--- src/rtl/latch_wr_sched.sv ---
// Round-robin write scheduler for a shared D-latch bank.
// Each write runs SETUP -> OPEN -> HOLD so lat_d is stable while lat_en is open.
module latch_wr_sched #(
    parameter int NREQ     = 4,
    parameter int W        = 8,
    parameter int OPEN_CYC = 2
) (
    input  logic              clk,
    input  logic              rstn,
    input  logic [NREQ-1:0]   req,
    input  logic [NREQ*W-1:0] wdata,
    input  logic              clr,
    output logic [NREQ-1:0]   gnt,
    output logic [NREQ-1:0]   ack,
    output logic              clr_ack,
    output logic [W-1:0]      lat_d,
    output logic              lat_en,
    output logic              lat_rstn,
    output logic              busy
);
    localparam int PW = (NREQ > 1) ? $clog2(NREQ) : 1;
    localparam int IW = PW + 1;
    localparam int CW = $clog2(OPEN_CYC + 1);

    typedef enum logic [2:0] {IDLE, CLR, SETUP, OPEN, HOLD} state_t;

    state_t            state, state_nxt;
    logic [PW-1:0]     ptr, ptr_nxt, win, win_nxt, sel;
    logic [IW-1:0]     idx;
    logic [CW-1:0]     cnt, cnt_nxt;
    logic              found, grant;
    logic [NREQ-1:0]   gnt_nxt, ack_nxt;
    logic [W-1:0]      lat_d_nxt;
    logic              clr_ack_nxt, lat_en_nxt, busy_nxt;

    // Rotating priority search: first requester at or above ptr, wrapping.
    always_comb begin
        sel   = ptr;
        found = 1'b0;
        idx   = '0;
        for (int i = 0; i < NREQ; i++) begin
            idx = {1'b0, ptr} + IW'(i);
            if (idx >= IW'(NREQ))
                idx = idx - IW'(NREQ);
            if (!found && req[idx[PW-1:0]]) begin
                found = 1'b1;
                sel   = idx[PW-1:0];
            end
        end
    end

    always_ff @(posedge clk or negedge rstn) begin
        if (!rstn) begin
            state   <= IDLE;
            ptr     <= '0;
            win     <= '0;
            cnt     <= '0;
            gnt     <= '0;
            ack     <= '0;
            clr_ack <= 1'b0;
            lat_d   <= '0;
            lat_en  <= 1'b0;
            busy    <= 1'b0;
        end else begin
            state   <= state_nxt;
            ptr     <= ptr_nxt;
            win     <= win_nxt;
            cnt     <= cnt_nxt;
            gnt     <= gnt_nxt;
            ack     <= ack_nxt;
            clr_ack <= clr_ack_nxt;
            lat_d   <= lat_d_nxt;
            lat_en  <= lat_en_nxt;
            busy    <= busy_nxt;
        end
    end

    always_comb begin
        state_nxt = state;
        ptr_nxt   = ptr;
        win_nxt   = win;
        cnt_nxt   = cnt;
        case (state)
            IDLE: begin
                if (clr)
                    state_nxt = CLR;
                else if (found) begin
                    state_nxt = SETUP;
                    win_nxt   = sel;
                end
            end
            CLR:   state_nxt = IDLE;
            SETUP: begin
                state_nxt = OPEN;
                cnt_nxt   = CW'(OPEN_CYC - 1);
            end
            OPEN: begin
                if (cnt == '0)
                    state_nxt = HOLD;
                else
                    cnt_nxt = cnt - 1'b1;
            end
            HOLD: begin
                state_nxt = IDLE;
                ptr_nxt   = (win == PW'(NREQ - 1)) ? '0 : win + 1'b1;
            end
            default: state_nxt = IDLE;
        endcase
    end

    // Registered outputs are computed from the state being entered.
    always_comb begin
        grant       = (state == IDLE) && (state_nxt == SETUP);
        gnt_nxt     = gnt;
        lat_d_nxt   = lat_d;
        if (grant) begin
            gnt_nxt   = NREQ'(1) << sel;
            lat_d_nxt = wdata[sel*W +: W];
        end else if (state == HOLD) begin
            gnt_nxt   = '0;
        end
        ack_nxt     = (state_nxt == HOLD) ? gnt : '0;
        lat_en_nxt  = (state_nxt == OPEN);
        clr_ack_nxt = (state_nxt == CLR);
        busy_nxt    = (state_nxt != IDLE);
    end

    // Combinational so the latch clears together with an async reset.
    assign lat_rstn = rstn & (state != CLR);

endmodule

--- config.mk ---
export PLATFORM = sky130hd
export DESIGN_NAME = latch_wr_sched
export DESIGN_NICKNAME = d
export VERILOG_FILES = /design/src/rtl/latch_wr_sched.sv
export SDC_FILE = /design/constraint.sdc
export NUM_CORES = 1
export LEC_CHECK = 0
export CAP_MARGIN = 20
export CORE_ASPECT_RATIO = 0.6
export CORE_MARGIN = 4
export CORE_UTILIZATION = 45
export CTS_CLUSTER_DIAMETER = 40
export CTS_CLUSTER_SIZE = 24
export DETAILED_ROUTE_END_ITERATION = 10
export PLACE_DENSITY = 0.84
export SKIP_LAST_GASP = 1
export SLEW_MARGIN = 15
export SYNTH_ARGS = -nofsm -noshare
export SYNTH_HDL_FRONTEND = slang
export SYNTH_SLANG_ARGS = --single-unit
--- constraint.sdc ---
create_clock -name clk -period 3.7 [get_ports clk]
set_input_delay 0.925 -clock clk [delete_from_list [all_inputs] [get_ports clk]]
set_output_delay 0.925 -clock clk [all_outputs]
set_load 0.005 [all_outputs]
PDN straps and rails:
The bar under the picture is 20 µm long. Pins as bars on the die edge.
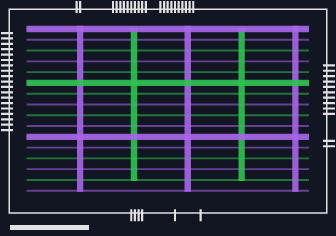
legend:
  VSS:
    color: purple
  VDD:
    color: green
rows: 15
signal pins: 59
met1 rails: 16
met4 straps: 5
met5 straps: 3

Placed cells, one color a class:
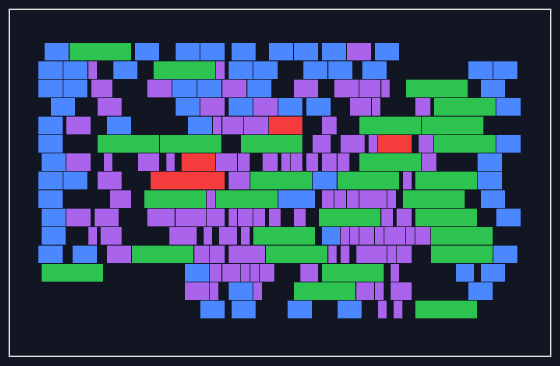
legend:
  remaining buffers and delay cells:
    color: blue
    cells: 61
    share_of_their_area: 30%
  sequential cells:
    color: green
    cells: 28
    share_of_their_area: 34%
  clock drivers and dummy loads:
    color: red
    cells: 4
    share_of_their_area: 3.5%
  combinational and other logic:
    color: purple
    cells: 97
    share_of_their_area: 32%
fin util: 0.7166
final instance area: 2085 µm²
core area: 2909 µm²

==> results.cfg <==
; flow metrics
[cts]
cts.sinks = 28
htree_levels = 1
clk_pin_slew_ns = 0.09
cts_root_buf = clkbuf_8
post-cts-setup-buffers = 0

[cells_and_area]
comb_share = 0.3007
final-comb-area_um2 = 626.9
drive_gt1_frac = 0.06316
largest_reg_flops = 8
logic_gates = 91
buffer_area_frac = 0.2929
antenna_cells = 0
inverters = 6
regArea_um2 = 700.7
nets = 232
syn2layout_area_growth_pct = 50.09
instances_no_fill = 232
clockNetworkAreaShare = 0.03421
buffers_excl_clock = 61

[critical_path]
critPathRequiredTime_ns = 2.77
start_kind = input pin
worstReg2RegEnd = lat_d[7]$_DFFE_PN0P_
r2r_start = ptr[1]$_DFFE_PN0P_
crit_buf_inv = 2
path_cells = clkdlybuf4s50_1 > o31a_1 > clkdlybuf4s50_1
crit_start = rstn
slowest_delay_ns = 0.50
cp.depth = 3
reg2reg_depth = 6
worst_path_most_repeated_cell = clkdlybuf4s50_1

[logic_synthesis]
topCombFamilyByArea = simple AND/OR/NAND/NOR gates
xor_share = 0
synth_cells = 131
yosysCellCount = 131
fa_ha_area_frac = 0.01802
synth_nets = 172
syn_area_um2 = 1389
ys_seq_frac = 0.5045
synth.area.mux_share = 0.1396
yosysUniqueCellTypes = 33
avgSynthCellArea_um2 = 10.60

[grt]
grt_max_degree = 29
antenna_found_initial = 0
met1_usage = 0.2287
grtUsageMet2 = 0.3061

[sta]
fin_setup_tns_ns = 0
fmax_mhz = 333.9
setup_violations = 0
rsz0062_at_grt = false
slew_viol_final = 0
fin_skew_ns = 0.004011

[hold_path]
min_path_type = register to register
hold_path_end = lat_d[5]$_DFFE_PN0P_

[floorplan]
num_io_pins = 59
tapCellCount = 42
fp_util = 0.4774

[placement]
routabilityCongestion = 0.7338
dp.cells = 227

[drt]
final_antenna_net_count = 0
top_layer = met4
viasPerCell = 5.237
wl_met2_mm = 1.806
dr.first_iter.drc_count = 92

[status]
status = finished, final reports clean

[power]
peakVddDrop_mv = 0.2920
power_density_nw_per_um2 = 655.9

[flow_run]
drv_cap = 0
-- metrics by stage --
stage	power [µW]	worst slack (ns)	area, µm²	util	hold slack, ns
2_1_floorplan	840.0	1.664	1389	-	0.4609
3_3_place_gp	1083	0.5349	1998	0.6869	0.4756
3_5_place_dp	1122	0.3852	1998	0.6869	0.4803
4_1_cts	1367	0.6820	2069	0.7114	0.5139
5_1_grt	1463	0.6633	2085	0.7166	0.5410
6_report	1367	0.7048	2085	0.7166	0.5093
-- power breakdown --
group / switching [µW] / internal, µW
Sequential: 85.5 / 424
Clock: 96.0 / 145
Combinational: 276 / 341
-- synth_stat cells (all sizes together) --
master | number | share of area
a21oi | 1 | 0.0036
and2 | 4 | 0.018
mux2i | 16 | 0.12
ha | 2 | 0.018
o21ba | 1 | 0.0072
nor3 | 1 | 0.0036
o31ai | 2 | 0.011
inv | 6 | 0.016
a2111oi | 1 | 0.011
buf | 4 | 0.023
nor3b | 1 | 0.0054
o211ai | 1 | 0.0054
and3 | 1 | 0.0045
o221ai | 8 | 0.050
a22oi | 1 | 0.0054
o32ai | 1 | 0.0063
dfrtp | 28 | 0.50
clkbuf | 2 | 0.0054
o31a | 1 | 0.0063
nor2 | 6 | 0.018
mux2 | 3 | 0.024
or2 | 1 | 0.0045
nand2 | 20 | 0.054
a211o | 1 | 0.0063
nand3b | 1 | 0.0054
o21ai | 5 | 0.018
nand3 | 5 | 0.018
nand2b | 3 | 0.014
nor2b | 4 | 0.018
-- layout by cell type, fill, tap and decap left out, drive strengths merged, types with 2 or more instances in the layout --
cell / instances
clkdlybuf4s50: 58
nand2: 20
inv: 6
nor2b: 4
nand2b: 3
o31ai: 2
mux2i: 16
ha: 2
nand3: 5
clkbuf: 3
dfrtp: 28
buf: 3
nor2: 6
mux2: 3
o21ai: 5
o221ai: 8
and2: 4
Power figures rest on the tool's default switching activity, not on a simulated workload.
